===== src/rtl/uart_tx_fifo.sv =====
// Buffered UART transmitter: byte FIFO feeding an 8N1 serialiser with a programmable bit period.
// Define UART_TX_PARITY_EN to add the PARITY state and the parity_en/parity_odd ports (8E1/8O1).
module uart_tx_fifo #(
  parameter int DEPTH   = 16,
  parameter int PRESC_W = 16
) (
  input  logic                   HCLK,
  input  logic                   HRESETn,
  input  logic                   en,
  input  logic [PRESC_W-1:0]     prescaler,
  input  logic [7:0]             wdata,
  input  logic                   wr,
`ifdef UART_TX_PARITY_EN
  input  logic                   parity_en,
  input  logic                   parity_odd,
`endif
  output logic                   tx,
  output logic                   busy,
  output logic                   full,
  output logic                   empty,
  output logic [$clog2(DEPTH):0] level,
  output logic                   overflow,
  output logic                   done
);
  localparam int AW = $clog2(DEPTH);
  localparam int LW = AW + 1;

  typedef enum logic [2:0] {
    S_IDLE,
    S_START,
    S_DATA,
`ifdef UART_TX_PARITY_EN
    S_PARITY,
`endif
    S_STOP
  } state_t;

  state_t             state;
  logic [7:0]         mem [DEPTH];
  logic [AW-1:0]      wptr, rptr;
  logic [LW-1:0]      level_nxt;
  logic [PRESC_W-1:0] cnt, presc_q;
  logic [2:0]         idx;
  logic [7:0]         shreg;
  logic               bit_last, push, pop;
`ifdef UART_TX_PARITY_EN
  logic               par_on, par_q;
`endif

  assign bit_last  = (cnt == presc_q);
  assign push      = wr && !full;
  // STOP hands straight over to the next START so back-to-back frames have no gap.
  assign pop       = en && !empty && ((state == S_IDLE) || (state == S_STOP && bit_last));
  assign level_nxt = level + LW'(push) - LW'(pop);
  assign busy      = (state != S_IDLE);

  always_ff @(posedge HCLK)
    if (push) mem[wptr] <= wdata;

  always_ff @(posedge HCLK or negedge HRESETn)
    if (!HRESETn) begin
      wptr     <= '0;
      rptr     <= '0;
      level    <= '0;
      full     <= 1'b0;
      empty    <= 1'b1;
      overflow <= 1'b0;
    end else begin
      if (push) wptr <= wptr + 1'b1;
      if (pop)  rptr <= rptr + 1'b1;
      level    <= level_nxt;
      full     <= (level_nxt == LW'(DEPTH));
      empty    <= (level_nxt == '0);
      overflow <= wr && full;
    end

  // tx/done are registered from the current state, so the line trails the FSM by one cycle.
  always_ff @(posedge HCLK or negedge HRESETn)
    if (!HRESETn) begin
      state   <= S_IDLE;
      cnt     <= '0;
      presc_q <= '0;
      idx     <= '0;
      shreg   <= '0;
      tx      <= 1'b1;
      done    <= 1'b0;
`ifdef UART_TX_PARITY_EN
      par_on  <= 1'b0;
      par_q   <= 1'b0;
`endif
    end else begin
      done <= (state == S_STOP) && bit_last;
      if (state == S_IDLE || bit_last) cnt <= '0;
      else                             cnt <= cnt + 1'b1;
      case (state)
        S_IDLE:  tx <= 1'b1;
        S_START: begin
          tx <= 1'b0;
          if (bit_last) state <= S_DATA;
        end
        S_DATA: begin
          tx <= shreg[0];
          if (bit_last) begin
            shreg <= {1'b0, shreg[7:1]};
            idx   <= idx + 3'd1;
            if (idx == 3'd7) begin
`ifdef UART_TX_PARITY_EN
              state <= par_on ? S_PARITY : S_STOP;
`else
              state <= S_STOP;
`endif
            end
          end
        end
`ifdef UART_TX_PARITY_EN
        S_PARITY: begin
          tx <= par_q;
          if (bit_last) state <= S_STOP;
        end
`endif
        S_STOP: begin
          tx <= 1'b1;
          if (bit_last) state <= S_IDLE;
        end
        default: state <= S_IDLE;
      endcase
      if (pop) begin
        state   <= S_START;
        shreg   <= mem[rptr];
        presc_q <= prescaler;
        idx     <= '0;
`ifdef UART_TX_PARITY_EN
        par_on  <= parity_en;
        par_q   <= ^mem[rptr] ^ parity_odd;
`endif
      end
    end
endmodule


===== config.mk =====
export PLATFORM = sky130hd
export DESIGN_NAME = uart_tx_fifo
export DESIGN_NICKNAME = d
export VERILOG_FILES = /design/src/rtl/uart_tx_fifo.sv
export SDC_FILE = /design/constraint.sdc
export NUM_CORES = 1
export LEC_CHECK = 0
export ABC_CLOCK_PERIOD_IN_PS = 6600
export CORE_ASPECT_RATIO = 0.75
export CORE_MARGIN = 2
export CORE_UTILIZATION = 55
export CTS_CLUSTER_SIZE = 40
export DETAILED_ROUTE_END_ITERATION = 8
export PLACE_DENSITY = 0.81
export SLEW_MARGIN = 20
export SYNTH_ARGS = -nofsm -noshare
export SYNTH_HDL_FRONTEND = slang
export SYNTH_SLANG_ARGS = --single-unit

===== constraint.sdc =====
create_clock -name HCLK -period 6.6 [get_ports HCLK]
set_input_delay 0.99 -clock HCLK [delete_from_list [all_inputs] [get_ports HCLK]]
set_output_delay 0.99 -clock HCLK [all_outputs]
set_load 0.05 [all_outputs]

### Wires at chosen ports, followed through buffers

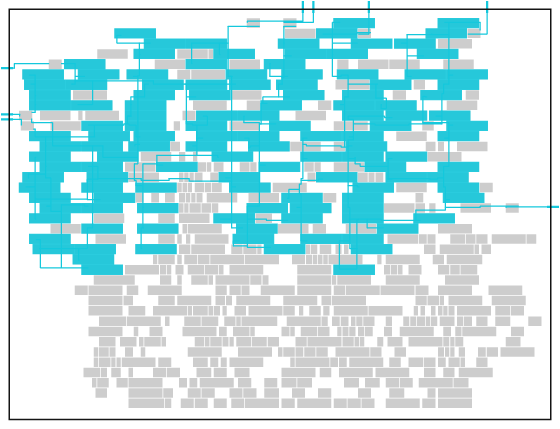
[cyan] `wdata` | bits: 8 | direction: input | edge: 4 top, 3 left, 1 right | end cells: 128 | buffers: 8 | wire: 1280 um

### Clock nets

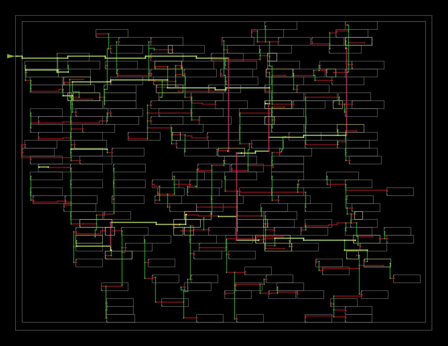
Sink Count: 191
Worst Clk Skew: 0.00992 ns
layout clock buffer count: 19
Clk. pwr: 0.979 mW
flop count: 191

### Routed clock nets over the placement

The bar under the picture is 50 um long.
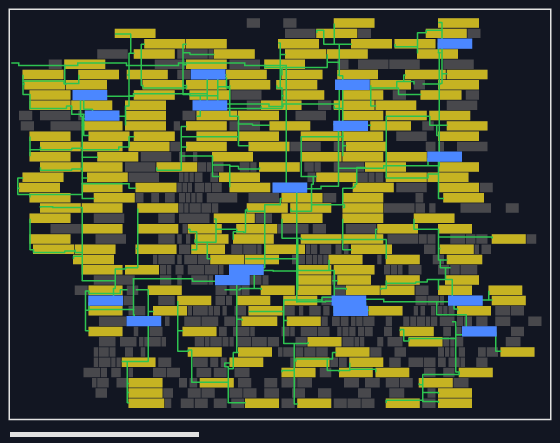
[green] clock wires | length: 1980 um
[yellow] flip-flops | count: 191
[blue] clock-net drivers | count: 17
routed clock nets: 18
flops lie: spread over the die

### Wiring by layer

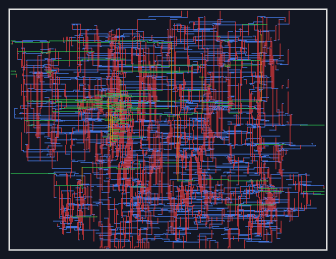
[blue] M1 | wire length: 6640 um
[orange] M4 | wire length: 174 um
[green] M3 | wire length: 988 um
[red] M2 | wire length: 7120 um

### Logic cells by family

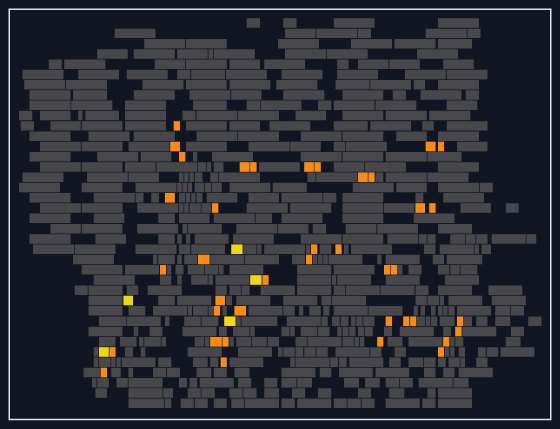
[orange] aoi and oai cells | cells: 39
[yellow] non-inverting ao/oa cells | cells: 5
most instantiated logic cell after routing: edfxtp_1
combinational share of cell area: 26.1%
post-route non-filler standard cell count: 747

==> results.yml <==
# synthesis and place-and-route metrics
logic_synthesis:
  ys_warn_count: 0
  edf_count: 128
  netlist.top_cell.by_area: "edfxtp_1"
  synth_area_mm2: 0.00796
  ys_ff: 191
  top_area_share_pct: 48.3
  ys_cells: 489
  synth_cell_types: 36
  ff_type: "edfxtp_1"
  syn_inst: 489
  ys_seq_share_pct: 68.1
  synthTopCellsByCount: "edfxtp_1 (128), dfrtp_1 (61), nor2_1 (35)"
placement:
  dp_slack_ns: 2.63
  place_hpwl_um: 9830
  port_buffers: 38
worst_setup_path:
  path_depth: 12
  critPathLaunchType: "flop"
  critPathLaunch: "cnt[9]"
  cp_top_family: "simple AND/OR/NAND/NOR gates"
  critPathCaptureType: "flop"
  required_ns: 6.95
  cp-endpoint: "full"
  reg2reg_setup_slack_ns: 3.07
  cpPeakStageDelay_ns: 0.50
  critical_path_class: "flop to flop"
  cp_num_buf_inv: 2
clocking:
  clk_latency_ns: 0.43
  cts_tree: "built"
  ctsResizeCount: 0
  cts_hold_buf: 0
  root_buffer: "clkbuf_16"
  h-tree-depth: 4
  clockBufferDepth: 2
  clk_pin_slew_worst_paths_ns: 0.07
pwr:
  p_comb_share_pct: 33.7
  switchingPower_mw: 1.36
  seq_power_share_pct: 42.0
  peakVddDrop_mv: 0.218
  p_leak_nw: 3.31
  switching_share_pct: 33.7
status:
  status: "complete, no violations"
flow_run:
  tool_warnings: 32
floorplan:
  ioPinCount: 39
  floorplan.initialDensity_pct: 55.6
  rows: 38
  die_w_um: 143
  die_y_um: 108
  chip_area_mm2: 0.0155
routing:
  wl_per_cell_um: 20.0
  viasPerCell: 5.73
  first_iter_violations: 441
  num_vias: 4280
  drt-pass1-iter-count: 6
  met2_wirelength_um: 7120
  drt-met1-wl_um: 6640
hold_path:
  hp-class: "flop to flop"
final_timing:
  hold_violations: 0
  finalWorstSetupSlack_ns: 3.07
  fin_setup_tns_ns: 0
  rsz0062_at_grt: "no"
  worstMarginPinSlew_ns: 1.10
global_route:
  grt_util_all_layers_pct: 21.1
layout:
  diodes: 0
  drive_gt1_share_pct: 17.4
## cell type report
type | count | area, um2
Sequential cell | 191 | 5420
Fill cell | 994 | 5190
Multi-Input combinational cell | 260 | 2380
Timing Repair Buffer | 46 | 435
Clock buffer | 19 | 433
Tap cell | 200 | 250
Clock inverter | 13 | 129
Inverter | 18 | 67.6
## routing by layer
layer,GRT usage (%),vias up
met4,5.37,0
met3,6.55,22
met2,32.9,161
li1,-,1923
met5,0,-
met1,29.4,2174
## flip-flops by register name, summed over array words and instances, names as in the netlist
name      count
wptr          4
rptr          4
level         5
done          1
mem         128
state         2
presc_q      16
tx            1
full          1
empty         1
cnt          16
idx           3
shreg         8
overflow      1
## kinds of logic (layout without fill, tap and decap cells)
family	count (synthesis)	in the layout	synth area share (%)
flip-flops	191	191	68.1
AND/OR/NAND/NOR	96	96	5.80
multiplexers	66	66	13.8
AND-OR/OR-AND	44	44	3.32
buffers and inverters	38	96	2.09
XOR/XNOR	36	36	3.96
adder cells (fa/ha/maj)	18	18	2.92
## worst min path at each step
stage / cells past startpoint / slack (ns) / endpoint / from
floorplan: 1 / 0.47 / shreg[7] / shreg[7]
global placement: 1 / 0.49 / shreg[7] / shreg[7]
detailed placement: 1 / 0.49 / shreg[7] / shreg[7]
CTS: 1 / 0.51 / shreg[7] / shreg[7]
global route: 1 / 0.54 / shreg[7] / shreg[7]
finish: 1 / 0.51 / shreg[7] / shreg[7]
## power groups by stage
stage | Combinational [mW] | Sequential, mW | Clock, mW
3_3_place_gp | 1.29 | 1.69 | 0
6_report | 1.35 | 1.69 | 0.979
4_1_cts | 1.37 | 1.69 | 0.991
2_1_floorplan | 0.961 | 1.73 | 0
3_5_place_dp | 1.36 | 1.71 | 0
5_1_grt | 1.47 | 1.71 | 1.04
No activity file was given, so power comes from the tool's default toggle rates.
